$ cat src/rtl/adder_arbiter.sv
// adder_arbiter: four requesters share one N-bit adder through a round-robin
// arbiter. One operation is in flight at a time: IDLE grants and captures,
// CALC adds and registers the result and flags, and RESP holds the result
// until the consumer takes it.
//
// Ports
//   clk, rst             : clock, synchronous active-high reset
//   req_valid/req_ready  : per-requester handshake (req_ready is one-hot or zero)
//   req_a/req_b          : packed operands, requester k in [k*N +: N]
//   req_cin/req_signed   : per-requester carry-in and signed-mode select
//   rsp_valid/rsp_ready  : result handshake
//   rsp_id               : requester that owns the presented result
//   rsp_sum              : (a + b + cin) mod 2^N
//   rsp_cout/neg/ovf/zero: result flags
//   op_count             : number of consumed responses (wraps)
module adder_arbiter #(
  parameter int unsigned N = 64
) (
  input  logic           clk,
  input  logic           rst,
  input  logic [3:0]     req_valid,
  output logic [3:0]     req_ready,
  input  logic [4*N-1:0] req_a,
  input  logic [4*N-1:0] req_b,
  input  logic [3:0]     req_cin,
  input  logic [3:0]     req_signed,
  output logic           rsp_valid,
  input  logic           rsp_ready,
  output logic [1:0]     rsp_id,
  output logic [N-1:0]   rsp_sum,
  output logic           rsp_cout,
  output logic           rsp_neg,
  output logic           rsp_ovf,
  output logic           rsp_zero,
  output logic [31:0]    op_count
);

  typedef enum logic [1:0] {
    IDLE = 2'd0,
    CALC = 2'd1,
    RESP = 2'd2
  } state_e;

  state_e        state_q, state_d;
  logic [1:0]    ptr_q, ptr_d;

  // Operation captured at grant time
  logic [N-1:0]  a_q, a_d;
  logic [N-1:0]  b_q, b_d;
  logic          cin_q, cin_d;
  logic          sgn_q, sgn_d;
  logic [1:0]    id_q, id_d;

  // Registered response
  logic [1:0]    rsp_id_q, rsp_id_d;
  logic [N-1:0]  rsp_sum_q, rsp_sum_d;
  logic          rsp_cout_q, rsp_cout_d;
  logic          rsp_neg_q, rsp_neg_d;
  logic          rsp_ovf_q, rsp_ovf_d;
  logic          rsp_zero_q, rsp_zero_d;
  logic [31:0]   op_count_q, op_count_d;

  logic          gnt_found;
  logic [1:0]    gnt_idx;
  logic [N:0]    add_full;

  // Round-robin search: first valid requester starting at ptr_q, wrapping mod 4.
  always_comb begin
    gnt_found = 1'b0;
    gnt_idx   = ptr_q;
    for (int unsigned i = 0; i < 4; i++) begin
      if (!gnt_found && req_valid[ptr_q + 2'(i)]) begin
        gnt_found = 1'b1;
        gnt_idx   = ptr_q + 2'(i);
      end
    end
  end

  // The single shared adder; bit N is the carry-out.
  assign add_full = {1'b0, a_q} + {1'b0, b_q} + {{N{1'b0}}, cin_q};

  always_comb begin
    state_d    = state_q;
    ptr_d      = ptr_q;
    a_d        = a_q;
    b_d        = b_q;
    cin_d      = cin_q;
    sgn_d      = sgn_q;
    id_d       = id_q;
    rsp_id_d   = rsp_id_q;
    rsp_sum_d  = rsp_sum_q;
    rsp_cout_d = rsp_cout_q;
    rsp_neg_d  = rsp_neg_q;
    rsp_ovf_d  = rsp_ovf_q;
    rsp_zero_d = rsp_zero_q;
    op_count_d = op_count_q;
    req_ready  = '0;

    case (state_q)
      IDLE: begin
        if (gnt_found) begin
          req_ready[gnt_idx] = 1'b1;
          a_d     = req_a[gnt_idx*N +: N];
          b_d     = req_b[gnt_idx*N +: N];
          cin_d   = req_cin[gnt_idx];
          sgn_d   = req_signed[gnt_idx];
          id_d    = gnt_idx;
          ptr_d   = gnt_idx + 2'd1;
          state_d = CALC;
        end
      end
      CALC: begin
        rsp_id_d   = id_q;
        rsp_sum_d  = add_full[N-1:0];
        rsp_cout_d = add_full[N];
        rsp_neg_d  = sgn_q & add_full[N-1];
        // Signed overflow: like-signed operands producing a differently signed sum.
        rsp_ovf_d  = sgn_q ? ((a_q[N-1] == b_q[N-1]) && (add_full[N-1] != a_q[N-1]))
                           : add_full[N];
        rsp_zero_d = (add_full[N-1:0] == '0);
        state_d    = RESP;
      end
      RESP: begin
        if (rsp_ready) begin
          op_count_d = op_count_q + 32'd1;
          state_d    = IDLE;
        end
      end
      default: state_d = IDLE;
    endcase

    // Grants are suppressed while reset is applied; the registers below
    // discard anything captured in that cycle.
    if (rst) begin
      req_ready = '0;
    end
  end

  always_ff @(posedge clk) begin
    if (rst) begin
      state_q    <= IDLE;
      ptr_q      <= '0;
      a_q        <= '0;
      b_q        <= '0;
      cin_q      <= 1'b0;
      sgn_q      <= 1'b0;
      id_q       <= '0;
      rsp_id_q   <= '0;
      rsp_sum_q  <= '0;
      rsp_cout_q <= 1'b0;
      rsp_neg_q  <= 1'b0;
      rsp_ovf_q  <= 1'b0;
      rsp_zero_q <= 1'b0;
      op_count_q <= '0;
    end else begin
      state_q    <= state_d;
      ptr_q      <= ptr_d;
      a_q        <= a_d;
      b_q        <= b_d;
      cin_q      <= cin_d;
      sgn_q      <= sgn_d;
      id_q       <= id_d;
      rsp_id_q   <= rsp_id_d;
      rsp_sum_q  <= rsp_sum_d;
      rsp_cout_q <= rsp_cout_d;
      rsp_neg_q  <= rsp_neg_d;
      rsp_ovf_q  <= rsp_ovf_d;
      rsp_zero_q <= rsp_zero_d;
      op_count_q <= op_count_d;
    end
  end

  assign rsp_valid = (state_q == RESP);
  assign rsp_id    = rsp_id_q;
  assign rsp_sum   = rsp_sum_q;
  assign rsp_cout  = rsp_cout_q;
  assign rsp_neg   = rsp_neg_q;
  assign rsp_ovf   = rsp_ovf_q;
  assign rsp_zero  = rsp_zero_q;
  assign op_count  = op_count_q;

endmodule

$ cat config.mk
export PLATFORM = sky130hd
export DESIGN_NAME = adder_arbiter
export DESIGN_NICKNAME = d
export VERILOG_FILES = /design/src/rtl/adder_arbiter.sv
export SDC_FILE = /design/constraint.sdc
export NUM_CORES = 1
export LEC_CHECK = 0
export CAP_MARGIN = 10
export CELL_PAD_IN_SITES_DETAIL_PLACEMENT = 1
export CELL_PAD_IN_SITES_GLOBAL_PLACEMENT = 1
export CORE_AREA = 2 2 247 249
export CTS_CLUSTER_SIZE = 16
export DETAILED_ROUTE_END_ITERATION = 12
export DIE_AREA = 0 0 249 251
export GPL_TIMING_DRIVEN = 0
export PLACE_DENSITY_LB_ADDON = 0.1
export SYNTH_ARGS = -nofsm -noshare
export SYNTH_HDL_FRONTEND = slang
export SYNTH_SLANG_ARGS = --single-unit
$ cat constraint.sdc
create_clock -name clk -period 9.9 [get_ports clk]
set_input_delay 1.98 -clock clk [delete_from_list [all_inputs] [get_ports clk]]
set_output_delay 1.98 -clock clk [all_outputs]
set_load 0.03 [all_outputs]
Figure 1. Sequential cells grouped by signal name (run 1).
Bar = 50 um. Other sequential cells in the stronger grey, the rest of the logic in the fainter grey.
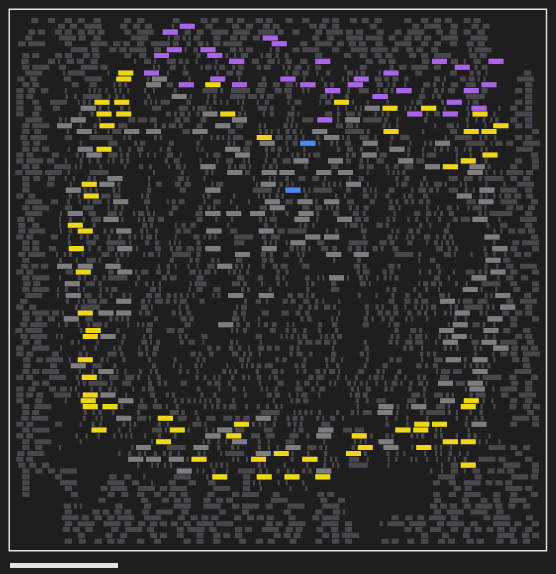
- purple: `op_count` (sequential cells 32)
- blue: `rsp_id` (sequential cells 2)
- yellow: `b_q` (sequential cells 64; where all over the die)
fraction of area in registers: 19.2%
sequential group power: 1.16 mW
Reg area: 4760 um^2
post-layout util: 41.5%

Figure 2. Routed metal per tile (run 1).
The die is cut into 25 by 25 equal tiles; dark blue is low, red is high, scaled to the fullest tile. Values are wire area over tile area, all layers added.
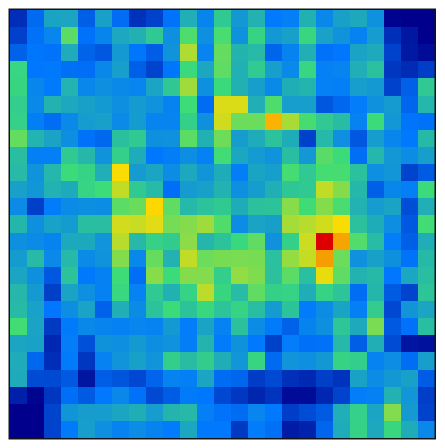
- nearly empty tiles: 1.4%
- fullest tile: 0.57
- tiles over half the peak: 13%
- emptiest ninth of the die: bottom left
- mean over tiles: 0.20
DR vias: 17900
GRT Util Overall: 24.4%

Figure 3. Cell outlines without signal wires (run 1).
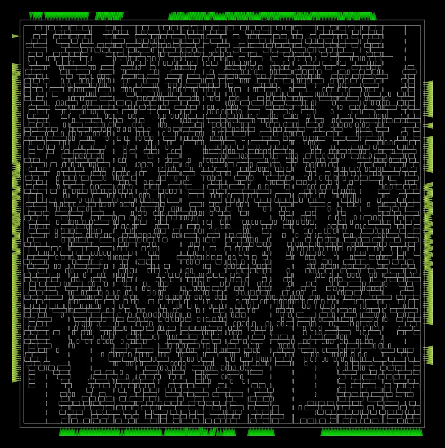
Filler cells: 7001
registers: 238
core area: 59800 um^2
cell row count: 90
Well Taps: 782

==> results.tsv, run 1 <==
stage	metric	value	unit
timing	hold_viol	0	
synth	fp_nets	2572	
setup_path	path_cells	clkdlybuf4s50_1 -> inv_1 -> nor2_1 -> a21oi_1 -> o211ai_1 -> buf_6 -> clkbuf_1 -> buf_8 -> buf_1 -> inv_1 -> ha_1 -> and2_1 -> clkdlybuf4s50_1	
outcome	status	finished, final reports clean	
grt	grt_util_met1	29.8	%
synth	yosysCellCount	1975	
clock_tree	cts_tree	yes	
timing	period_used_share	82.6	%
synth	most_common_cell	nand2_1	
timing	worst_slack	1730	ps
detailed_routing	viasPerCell	5.18	
finish	fin_nets	3243	
place	dpl.hpwl	66200	um
timing	period_needed	8170	ps
synth	logic_family	simple AND/OR/NAND/NOR gates	
setup_path	rr_worst_depth	14	
detailed_routing	ant_nets	0	
clock_tree	clock-root-buffer	clkbuf_16	
synth	syn-mean-instance-area	8.31	um^2
detailed_routing	wl_met1	33000	um
finish	clockNetworkAreaShare	3.92	%
setup_path	crit_type	in2out	
place	placed_cell_area	23800	um^2
detailed_routing	drt-pass1-iter-count	5	
die	die_w	249	um
setup_path	timing.rr.end	rsp_zero	
synth	mux_share	18.5	%
grt	grtUsageMet3	3.81	%
grt	grt_max_degree	15	
grt	grt_pass1_wl	118000	um
min_path	hp-class	reg2reg	
setup_path	crit_cells	13	
detailed_routing	wl_met3	3560	um
power	power_leader	combinational logic	
setup_path	cp_num_buf_inv	8	
finish	lay_top_count	clkdlybuf4s50_1	
min_path	min_to	a_q[0]	
finish	logic_gate_count	1582	
finish	dominant_cells	logic gates	
synth	yosys.area.top_type_share	29.0	%
timing	rsz0062_at_grt	no	
synth	ys_seq_elements	238	
==> run 1 -> run 2 <==
--- a/config.mk
+++ b/config.mk
@@ -8,10 +8,10 @@
 export CAP_MARGIN = 10
 export CELL_PAD_IN_SITES_DETAIL_PLACEMENT = 1
 export CELL_PAD_IN_SITES_GLOBAL_PLACEMENT = 1
-export CORE_AREA = 2 2 247 249
+export CORE_ASPECT_RATIO = 0.75
+export CORE_UTILIZATION = 29
 export CTS_CLUSTER_SIZE = 16
 export DETAILED_ROUTE_END_ITERATION = 12
-export DIE_AREA = 0 0 249 251
 export GPL_TIMING_DRIVEN = 0
 export PLACE_DENSITY_LB_ADDON = 0.1
 export SYNTH_ARGS = -nofsm -noshare
==> constraint.sdc (replaced) <==
create_clock -name clk -period 7.5 [get_ports clk]
set_input_delay 1.5 -clock clk [delete_from_list [all_inputs] [get_ports clk]]
set_output_delay 1.5 -clock clk [all_outputs]
set_load 0.03 [all_outputs]
Figure 4. Sequential cells grouped by signal name (run 2).
Bar = 100 um. Other sequential cells in the stronger grey, the rest of the logic in the fainter grey.
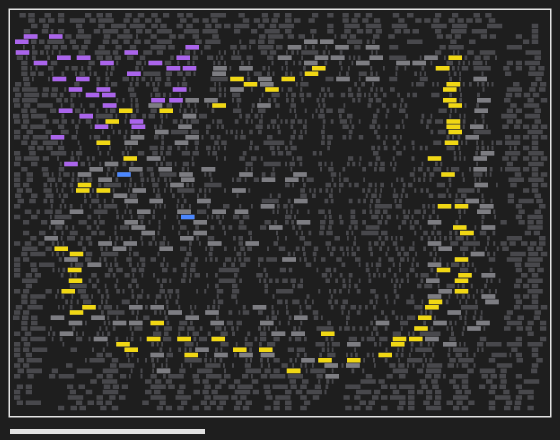
- blue: `rsp_id` (sequential cells 2)
- yellow: `b_q` (sequential cells 64; where all over the die)
- purple: `op_count` (sequential cells 32; where top left)
fraction of area in registers: 19.2%
sequential group power: 1.54 mW
post-layout util: 44.3%

Figure 5. Cell outlines without signal wires (run 2).
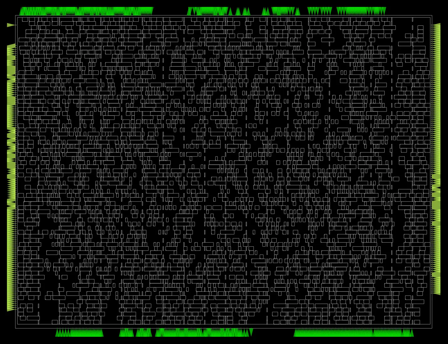
Well Taps: 731
core area: 55900 um^2
cell row count: 75

==> run 2 against run 1 <==
Sequential share of layout area about the same. Critical path type unchanged. Worst setup slack got worse by 1400 ps. Count of clock-buffer cells in the layout decreased by 6. Global-route usage increased by 2.2 points. Combinational power increased by 33%. Worst hold slack about the same. Non-clock buffer count decreased by 1.
==> results.tsv, run 2 <==
stage	metric	value	unit	change
outcome	status	finished, final reports clean		
detailed_routing	wl_met1	37100	um	+13%
grt	grt_pass1_wl	118000	um	+0.17%
detailed_routing	drt-pass1-iter-count	5		unchanged
synth	yosys.area.top_type_share	29.0	%	unchanged
synth	mux_share	18.5	%	unchanged
finish	fill_cells	6584		-6.0%
finish	clockNetworkAreaShare	4.08	%	+0.17 points
synth	logic_family	simple AND/OR/NAND/NOR gates		
min_path	min_to	rsp_sum[10]		
finish	logic_gate_count	1582		unchanged
setup_path	rr_worst_depth	13		-1
die	die_area	57600	um^2	
grt	grt_util_met1	37.0	%	+7.1 points
synth	most_common_cell	nand2_1		
setup_path	cp_num_buf_inv	4		-4
place	dpl.hpwl	66100	um	about the same
setup_path	crit_cells	8		-5
finish	dominant_cells	logic gates		
detailed_routing	wl_met3	4730	um	+33%
detailed_routing	num_vias	18300		+2.2%
timing	period_needed	7170	ps	
synth	yosysCellCount	1975		unchanged
setup_path	timing.rr.end	rsp_zero		
setup_path	crit_type	in2out		
finish	seq_area	4760	um^2	unchanged
min_path	hp-class	reg2reg		
setup_path	path_cells	clkdlybuf4s50_1 -> nor4_1 -> or3_1 -> clkbuf_1 -> clkbuf_1 -> nor2_1 -> and2_1 -> clkdlybuf4s50_1		
detailed_routing	viasPerCell	5.38		+3.7%
finish	fin_nets	3242		-0.031%
grt	grt_use_total	26.6	%	+2.2 points
die	die_w	277	um	+11%
synth	syn-mean-instance-area	8.31	um^2	unchanged
clock_tree	cts_tree	yes		
synth	ys_seq_elements	238		unchanged
timing	hold_viol	0		unchanged
place	placed_cell_area	23700	um^2	-0.36%
synth	fp_nets	2572		unchanged
timing	period_used_share	95.6	%	
clock_tree	clock-root-buffer	clkbuf_16		
grt	grtUsageMet3	5.03	%	+1.2 points
power	power_leader	combinational logic		
detailed_routing	ant_nets	0		unchanged
timing	worst_slack	328	ps	-1400 ps
finish	lay_top_count	clkdlybuf4s50_1		
Power and IR drop assume default switching activity.
